$ cat config.mk
export PLATFORM = sky130hd
export DESIGN_NAME = fft_frame_sequencer
export DESIGN_NICKNAME = d
export VERILOG_FILES = /design/src/rtl/fft_seq_pkg.sv /design/src/rtl/sat_counter.sv /design/src/rtl/fft_frame_sequencer.sv
export SDC_FILE = /design/constraint.sdc
export NUM_CORES = 1
export LEC_CHECK = 0
export CELL_PAD_IN_SITES_DETAIL_PLACEMENT = 0
export CELL_PAD_IN_SITES_GLOBAL_PLACEMENT = 1
export CORE_ASPECT_RATIO = 0.9
export CORE_UTILIZATION = 36
export CTS_CLUSTER_SIZE = 25
export DETAILED_ROUTE_END_ITERATION = 10
export GPL_ROUTABILITY_DRIVEN = 1
export HOLD_SLACK_MARGIN = 0.05
export PLACE_DENSITY_LB_ADDON = 0.1
export SYNTH_ARGS = -nofsm -noshare
export SYNTH_HDL_FRONTEND = slang
export SYNTH_SLANG_ARGS = --single-unit
$ cat constraint.sdc
create_clock -name clk -period 2.9 [get_ports clk]
set_input_delay 0.58 -clock clk [delete_from_list [all_inputs] [get_ports clk]]
set_output_delay 0.58 -clock clk [all_outputs]
set_load 0.03 [all_outputs]
$ cat src/rtl/fft_seq_pkg.sv
`default_nettype none
// ---------------------------------------------------------------------------
// fft_seq_pkg : shared state encoding, counter width and saturating increment
// Revision    : 1.0
// ---------------------------------------------------------------------------
package fft_seq_pkg;

    typedef enum logic [1:0] {
        IDLE = 2'd0,
        FILL = 2'd1,
        WAIT = 2'd2
    } seq_state_t;

    localparam int CNT_W = 16;

    function automatic logic [CNT_W-1:0] sat_inc(input logic [CNT_W-1:0] value);
        return (value == {CNT_W{1'b1}}) ? value : value + 1'b1;
    endfunction

endpackage
`default_nettype wire

$ cat src/rtl/sat_counter.sv
`default_nettype none
// ---------------------------------------------------------------------------
// sat_counter : W-bit counter with increment and clear that sticks at all-ones
// Revision    : 1.0
// ---------------------------------------------------------------------------
module sat_counter
    import fft_seq_pkg::*;
#(
    parameter int W = 16
) (
    input  logic         clk,
    input  logic         reset,
    input  logic         inc_i,
    input  logic         clr_i,
    output logic [W-1:0] count_o
);

    logic [W-1:0] count_q;
    logic [W-1:0] count_inc;

    generate
        if (W == CNT_W) begin : g_pkg_inc
            assign count_inc = sat_inc(count_q);
        end else begin : g_gen_inc
            assign count_inc = (count_q == {W{1'b1}}) ? count_q : count_q + 1'b1;
        end
    endgenerate

    always_ff @(posedge clk) begin
        if (reset || clr_i) begin
            count_q <= '0;
        end else if (inc_i) begin
            count_q <= count_inc;
        end
    end

    assign count_o = count_q;

endmodule
`default_nettype wire

$ cat src/rtl/fft_frame_sequencer.sv
`default_nettype none
// ---------------------------------------------------------------------------
// fft_frame_sequencer : frames a sample stream into BATCH_SIZE packets, one
// frame in flight until the peak results end. Optional FFT_SEQ_TIMEOUT_EN.
// Revision            : 1.0
// ---------------------------------------------------------------------------
module fft_frame_sequencer
    import fft_seq_pkg::*;
#(
    parameter int BATCH_SIZE     = 1024,
    parameter int DATA_WIDTH     = 16,
    parameter int TIMEOUT_CYCLES = 4096
) (
    input  logic                  clk,
    input  logic                  reset,
    input  logic                  enable,
    input  logic                  in_valid,
    input  logic [DATA_WIDTH-1:0] in_re,
    input  logic [DATA_WIDTH-1:0] in_im,
    output logic                  out_sop,
    output logic                  out_eop,
    output logic                  out_valid,
    output logic [DATA_WIDTH-1:0] out_re,
    output logic [DATA_WIDTH-1:0] out_im,
    input  logic                  res_valid,
    input  logic                  res_eop,
    output logic                  busy,
    output logic [CNT_W-1:0]      frame_cnt,
    output logic [CNT_W-1:0]      drop_cnt,
    output logic                  timeout_err
);

    localparam int            PW       = $clog2(BATCH_SIZE);
    localparam logic [PW-1:0] LAST_POS = PW'(BATCH_SIZE - 1);

    seq_state_t             state_q, state_d;
    logic [PW-1:0]          pos_q, pos_d;
    logic                   valid_q, valid_d;
    logic                   sop_q, sop_d;
    logic                   eop_q, eop_d;
    logic [DATA_WIDTH-1:0]  re_q, re_d;
    logic [DATA_WIDTH-1:0]  im_q, im_d;
    logic [CNT_W-1:0]       frame_q, frame_d;
    logic                   drop_inc;

`ifdef FFT_SEQ_TIMEOUT_EN
    localparam int            WW        = (TIMEOUT_CYCLES > 1) ? $clog2(TIMEOUT_CYCLES) : 1;
    localparam logic [WW-1:0] WAIT_LAST = WW'(TIMEOUT_CYCLES - 1);

    logic [WW-1:0] wait_q;
    logic          terr_q, terr_d;
`else
    logic          unused_timeout;
    assign unused_timeout = ^TIMEOUT_CYCLES;
`endif

    always_comb begin
        state_d  = state_q;
        pos_d    = pos_q;
        valid_d  = 1'b0;
        sop_d    = 1'b0;
        eop_d    = 1'b0;
        re_d     = re_q;
        im_d     = im_q;
        frame_d  = frame_q;
        drop_inc = 1'b0;
`ifdef FFT_SEQ_TIMEOUT_EN
        terr_d   = terr_q;
`endif
        case (state_q)
            IDLE: begin
                if (enable && in_valid) begin
                    valid_d = 1'b1;
                    sop_d   = 1'b1;
                    re_d    = in_re;
                    im_d    = in_im;
                    pos_d   = PW'(1);
                    state_d = FILL;
                end
            end
            FILL: begin
                // enable is only consulted at frame start; a started frame always completes
                if (in_valid) begin
                    valid_d = 1'b1;
                    re_d    = in_re;
                    im_d    = in_im;
                    if (pos_q == LAST_POS) begin
                        eop_d   = 1'b1;
                        pos_d   = '0;
                        state_d = WAIT;
                    end else begin
                        pos_d = pos_q + 1'b1;
                    end
                end
            end
            WAIT: begin
                drop_inc = in_valid;
                if (res_valid && res_eop) begin
                    frame_d = frame_q + 1'b1;
                    state_d = IDLE;
                end
`ifdef FFT_SEQ_TIMEOUT_EN
                else if (wait_q == WAIT_LAST) begin
                    terr_d  = 1'b1;
                    state_d = IDLE;
                end
`endif
            end
            default: state_d = IDLE;
        endcase
    end

    always_ff @(posedge clk) begin
        if (reset) begin
            state_q <= IDLE;
            pos_q   <= '0;
            valid_q <= 1'b0;
            sop_q   <= 1'b0;
            eop_q   <= 1'b0;
            re_q    <= '0;
            im_q    <= '0;
            frame_q <= '0;
        end else begin
            state_q <= state_d;
            pos_q   <= pos_d;
            valid_q <= valid_d;
            sop_q   <= sop_d;
            eop_q   <= eop_d;
            re_q    <= re_d;
            im_q    <= im_d;
            frame_q <= frame_d;
        end
    end

`ifdef FFT_SEQ_TIMEOUT_EN
    // Counter restarts at zero on every cycle outside WAIT, so it reads 0 on WAIT entry
    always_ff @(posedge clk) begin
        if (reset) begin
            wait_q <= '0;
            terr_q <= 1'b0;
        end else begin
            wait_q <= (state_q == WAIT) ? wait_q + 1'b1 : '0;
            terr_q <= terr_d;
        end
    end

    assign timeout_err = terr_q;
`else
    assign timeout_err = 1'b0;
`endif

    sat_counter #(
        .W (CNT_W)
    ) u_drop_cnt (
        .clk     (clk),
        .reset   (reset),
        .inc_i   (drop_inc),
        .clr_i   (1'b0),
        .count_o (drop_cnt)
    );

    assign out_valid = valid_q;
    assign out_sop   = sop_q;
    assign out_eop   = eop_q;
    assign out_re    = re_q;
    assign out_im    = im_q;
    assign frame_cnt = frame_q;
    assign busy      = (state_q != IDLE);

endmodule
`default_nettype wire
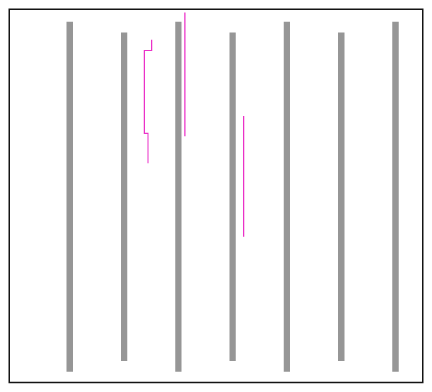
Fig. 1. M4 wires (run 1).
(4 px per µm) Supply wires on this layer in grey.
The layer carries 93.9 µm of wire. The layer holds 1.2% of the routed length. The wires run mostly vertical.

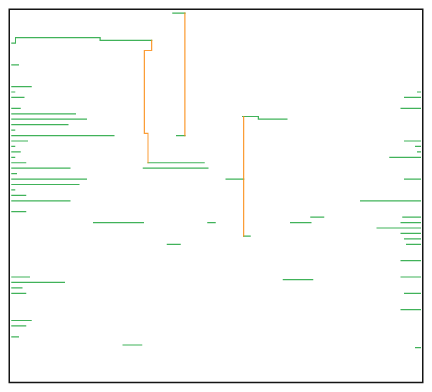
Fig. 2. Routed metal, one colour a layer (run 1).
(4 px per µm) Only two layers are drawn.
Key: orange = metal 4 [wire length 93.9 µm]; green = metal 3 [wire length 425 µm]

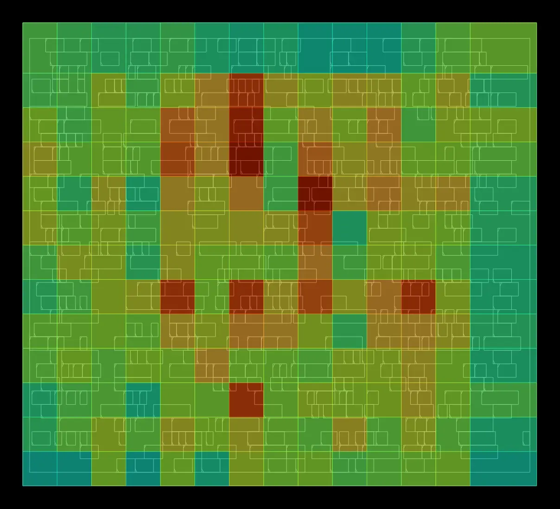
Fig. 3. Track usage over the die (run 1).
All-Layer GR Usage: 0.1765
met3 Track Usage GR: 0.05434
Avg WL per Cell: 12.78 µm

-- run 1: path summary, 6_finish.rpt --
path                               from                     to  slack [ns]
setup / recovery  u_drop_cnt.count_o[0]  u_drop_cnt.count_o[1]        0.46
setup reg to reg  u_drop_cnt.count_o[0]  u_drop_cnt.count_o[1]        0.46
hold reg to reg              out_re[10]             out_re[10]        0.45
hold / removal               out_re[10]             out_re[10]        0.45
-- run 1: power groups by stage --
stage / clock, mW / sequential, mW / combinational, mW
floorplan: 0 / 1.20 / 0.0857
global placement: 0 / 1.16 / 0.263
detailed placement: 0 / 1.16 / 0.265
CTS: 0.840 / 1.13 / 0.265
global route: 0.877 / 1.14 / 0.284
finish: 0.800 / 1.13 / 0.262
-- run 1: worst min-delay path: stages, from the launching register on --
cell	delay, ns
dfxtp_1	0.31
nand2_1	0.05
a21oi_1	0.05
==> results_slide.txt, run 1 <==
Run Summary

Status
  – Outcome: finished clean

Placement
  – Pre-CTS setup slack: 0.4932 ns
  – IO buf count: 105

Clock network
  – TritonCTS Buffers: 9
  – Post-CTS Resized: 0
  – Worst-path clk slew: 0.07 ns
  – Setup bufs post-CTS: 0
  – CTS tree: done
  – Worst skew pair latency: 0.34 ns
  – Hold_buf cts: 0

Global routing
  – Initial antenna violation count: 0
  – Global-route wire length before repair: 13.37 mm
  – GR Util met1: 0.2119
  – GR Util met2: 0.2978

Logic synthesis
  – Synth Area in Simple Gates: 0.2928
  – Top cells by instance count after synthesis: nand2_1 (85), dfxtp_1 (79), a21oi_1 (53)
  – Ys cells: 403
  – Ys flops: 79
  – Post-synthesis average cell area: 8.206 µm²
  – Register share after synthesis: 0.4782
  – Mapped Area: 0.003307 mm²
  – Area share, top type: 0.4782
  – Ranking of synthesized cells by area: dfxtp_1 (48%), nand2_1 (9.6%), a21oi_1 (8.0%)
  – Commonest flop: dfxtp_1
  – Syn Inst Count: 403
  – Count leader, synth: nand2_1
  – Top non-seq family: simple AND/OR/NAND/NOR gates
  – Post-synth EDFFs: 0
  – Area leader, netlist: dfxtp_1
  – Chip area in the Yosys report: 0.003307 mm²
  – Yosys warnings: 0

Timing
  – RSZ-0062 raised after global routing: no
  – Slew @ Worst Pin: 0.9959 ns
  – Final Setup Violations: 0
  – Final hold slack: 0.4544 ns
  – Final Max Slew Viols: 0
  – Setup TNS: 0 ns
  – Fin crit share: 0.8420

Critical path
  – CP Capture Type: flop
  – Critical path's largest stage delay: 0.97 ns
  – CP Max Fanout: 8
  – WP buf/inv: 1
  – Critical path depth: 6

Cells and area
  – Clock buf/inv share: 0.04107
  – Flop Count: 79
  – Signal buf overhead: 0.2352
  – Top Layout Cells: clkdlybuf4s50_1 (104), nand2_1 (85), dfxtp_1 (79)
  – Diode count: 0
  – Register area: 0.001582 mm²
  – Most frequent logic cell in the layout: clkdlybuf4s50_1
  – Layout cells sized above 1: 0.05294
  – Syn-to-layout area delta: 40.94%
  – Clock buffers: 13
  – Largest cell class: multi-input combinational cells
  – #MultiIn Comb: 303

Floorplanning
  – Core box area: 0.008728 mm²
  – I/O pin count: 107
  – Num rows: 32
  – Initial core utilization: 0.3789
  – Die H: 92.93 µm
  – Chip Width: 103.0 µm

Power and ir drop
  – Switching Share: 0.2458
  – Internal power: 1.655 mW
  – Lkg Pwr: 1.580 nW

Detailed routing
  – Met3 Routed Length: 425 µm
  – DR DRC count: 0
  – Met2 wire length: 3.897 mm
  – Final wirelength: 8.036 mm
  – Post-route ant nets: 0
  – Vias per cell: 4.989

Run
  – Max-Cap Viols: 0
Fig. 4: run 1, M1 wires
(6 px per µm) Supply wires on this layer in grey. Cells faint in the background.
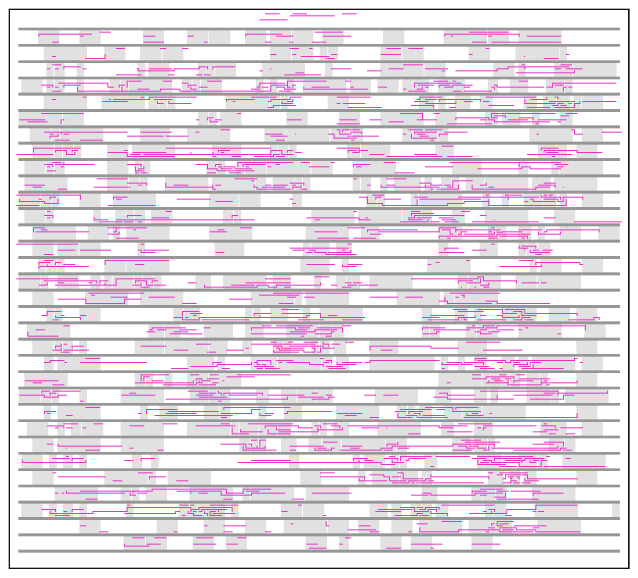

==> run 1 -> run 2 <==
CORE_UTILIZATION = 33   (was 36)
clock period = 2.5 ns   (was 2.9 ns; I/O delays follow)
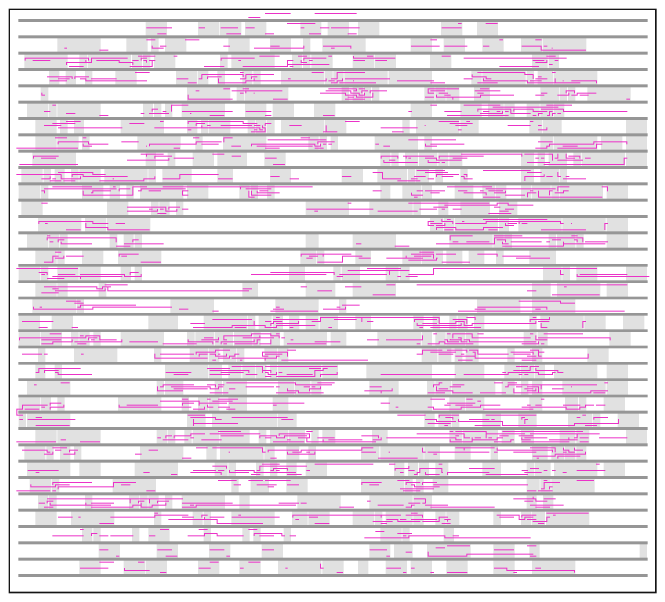
Fig. 5. M1 wires (run 2).
(6 px per µm) Supply wires on this layer in grey. Cells faint in the background.
The layer holds 48% of the routed length. The wires run mostly horizontal. The longest straight run is 35.0 µm. 488 nets have wire on it. The layer carries 3840 µm of wire.

==> run 2 against run 1 <==
Compared with the run above:
- final cell count increased by 2.4%
- synthesized area did not move
- total power is 19% higher
- first-iteration DRC count down 13%
- critical path depth decreased by 4
- hold slack barely moved
- routed wire length down 0.22%
- clock power rose by 23%
- sequential share of layout area fell by 0.63 points
==> results_slide.txt, run 2 <==
Run Summary

Logic synthesis
  – Commonest flop: dfxtp_1
  – Top non-seq family: simple AND/OR/NAND/NOR gates
  – Area leader, netlist: dfxtp_1
  – Ranking of synthesized cells by area: dfxtp_1 (48%), nand2_1 (9.6%), a21oi_1 (8.0%)
  – Area share, top type: 0.4782
  – Count leader, synth: nand2_1
  – Ys cells: 403
  – Synth Area in Simple Gates: 0.2928
  – Syn Inst Count: 403
  – Mapped Area: 0.003307 mm²
  – Chip area in the Yosys report: 0.003307 mm²
  – Yosys warnings: 0
  – Ys flops: 79
  – Post-synthesis average cell area: 8.206 µm²
  – Top cells by instance count after synthesis: nand2_1 (85), dfxtp_1 (79), a21oi_1 (53)
  – Post-synth EDFFs: 0
  – Area fraction in mux cells: 0.006432
  – Post-Synthesis Net Count: 444
  – Register share after synthesis: 0.4782
  – Adder share: 0.01135

Status
  – Outcome: finished clean

Detailed routing
  – Vias per cell: 4.882
  – Met3 Routed Length: 392 µm
  – Met2 wire length: 3.736 mm
  – Post-route ant nets: 0
  – Final wirelength: 8.018 mm
  – Avg WL per Cell: 12.45 µm
  – DR pass1 iterations: 4
  – DR DRC count: 0

Cells and area
  – Register area: 0.001582 mm²
  – Final nets: 556
  – Largest cell class: multi-input combinational cells
  – Final-layout fill cell count: 974
  – Clock buf/inv share: 0.04216
  – #MultiIn Comb: 303
  – Clock buffers: 10
  – Most frequent logic cell in the layout: clkdlybuf4s50_1
  – Syn-to-layout area delta: 43.59%
  – Layout cells sized above 1: 0.07336
  – Comb/total area: 0.3460
  – Diode count: 0
  – Signal buf overhead: 0.2440
  – Flop Count: 79
  – Top Layout Cells: clkdlybuf4s50_1 (104), nand2_1 (85), dfxtp_1 (79)

Timing
  – Setup TNS: 0 ns
  – Final Max Slew Viols: 0
  – Final Setup Violations: 0
  – Fin crit share: 0.8856
  – Max-slew headroom: 0.5957
  – Slew @ Worst Pin: 0.5999 ns
  – Final hold slack: 0.4546 ns
  – RSZ-0062 raised after global routing: no

Power and ir drop
  – Maximum VDD drop: 301.2 µV
  – Lkg Pwr: 1.631 nW

Global routing
  – Initial antenna violation count: 0
  – Global-route wire length before repair: 13.66 mm
  – GR Util met1: 0.2012
  – GR Util met2: 0.2663
  – All-Layer GR Usage: 0.1633
  – Met3 Track Usage GR: 0.05997

Min path
  – Worst hold path depth: 2
  – Worst Hold Path EP: out_im[2]
  – Hold path start: out_im[2]

Placement
  – IO buf count: 105
  – Pre-CTS setup slack: 0.1693 ns

Floorplanning
  – I/O pin count: 107
  – Die H: 96.97 µm
  – Chip Width: 107.5 µm
  – Num rows: 34
  – Core box area: 0.009699 mm²
  – Tap cells: 126
  – Initial core utilization: 0.3409

Clock network
  – TritonCTS Buffers: 9
  – Worst skew pair latency: 0.34 ns
  – CTS tree: done
  – Worst-path clk slew: 0.07 ns
  – Setup bufs post-CTS: 0
  – Post-CTS Resized: 0
  – Hold_buf cts: 0

Critical path
  – CP startpoint: state_q[0]
  – Reg2reg start: u_drop_cnt.count_o[0]
  – CP Max Fanout: 12
  – CP Capture Type: output pin
  – Reg2reg end: u_drop_cnt.count_o[1]
  – Startpoint types: flop
  – Reg2reg setup slack: 0.51 ns
  – Critical Path End: busy

Run
  – Max-Cap Viols: 0
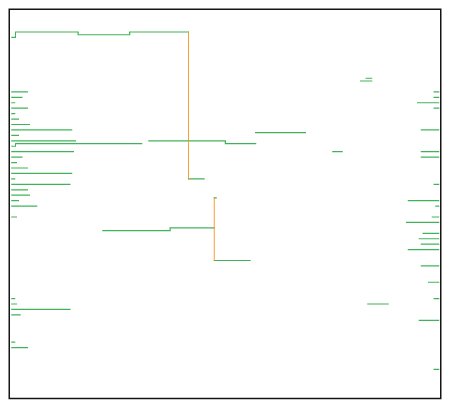
Fig. 6. Routed metal, one colour a layer (run 2).
(4 px per µm) Only two layers are drawn.
Key: green = metal 3 [wire length 392 µm]; orange = metal 4 [wire length 52.4 µm]

## run 2: cell counts after synthesis
Identical to the previous run, type by type.
## run 2: worst max-delay path, stage by stage (launching register included)
cell             delay [ns]
dfxtp_1                0.52
or2_2                  0.19
clkdlybuf4s50_1        0.67
## run 2: where the power goes
| group | switching [mW] | internal [mW] | total, mW |
|---|---|---|---|
| clock network | 0.436 | 0.550 | 0.986 |
| registers | 0.0204 | 1.29 | 1.31 |
| logic | 0.166 | 0.142 | 0.309 |
| total | 0.622 | 1.98 | 2.61 |
## run 2: kinds of logic after synthesis
group,count (synthesis)
xor gates and xnor gates,17
DFF,79
adders and majority gates,3
muxes,2
AOI/OAI and AO/OA,81
buffers and inverters,21
and+or+nand+nor,199
other,1
No activity file was given, so power comes from the tool's default toggle rates.
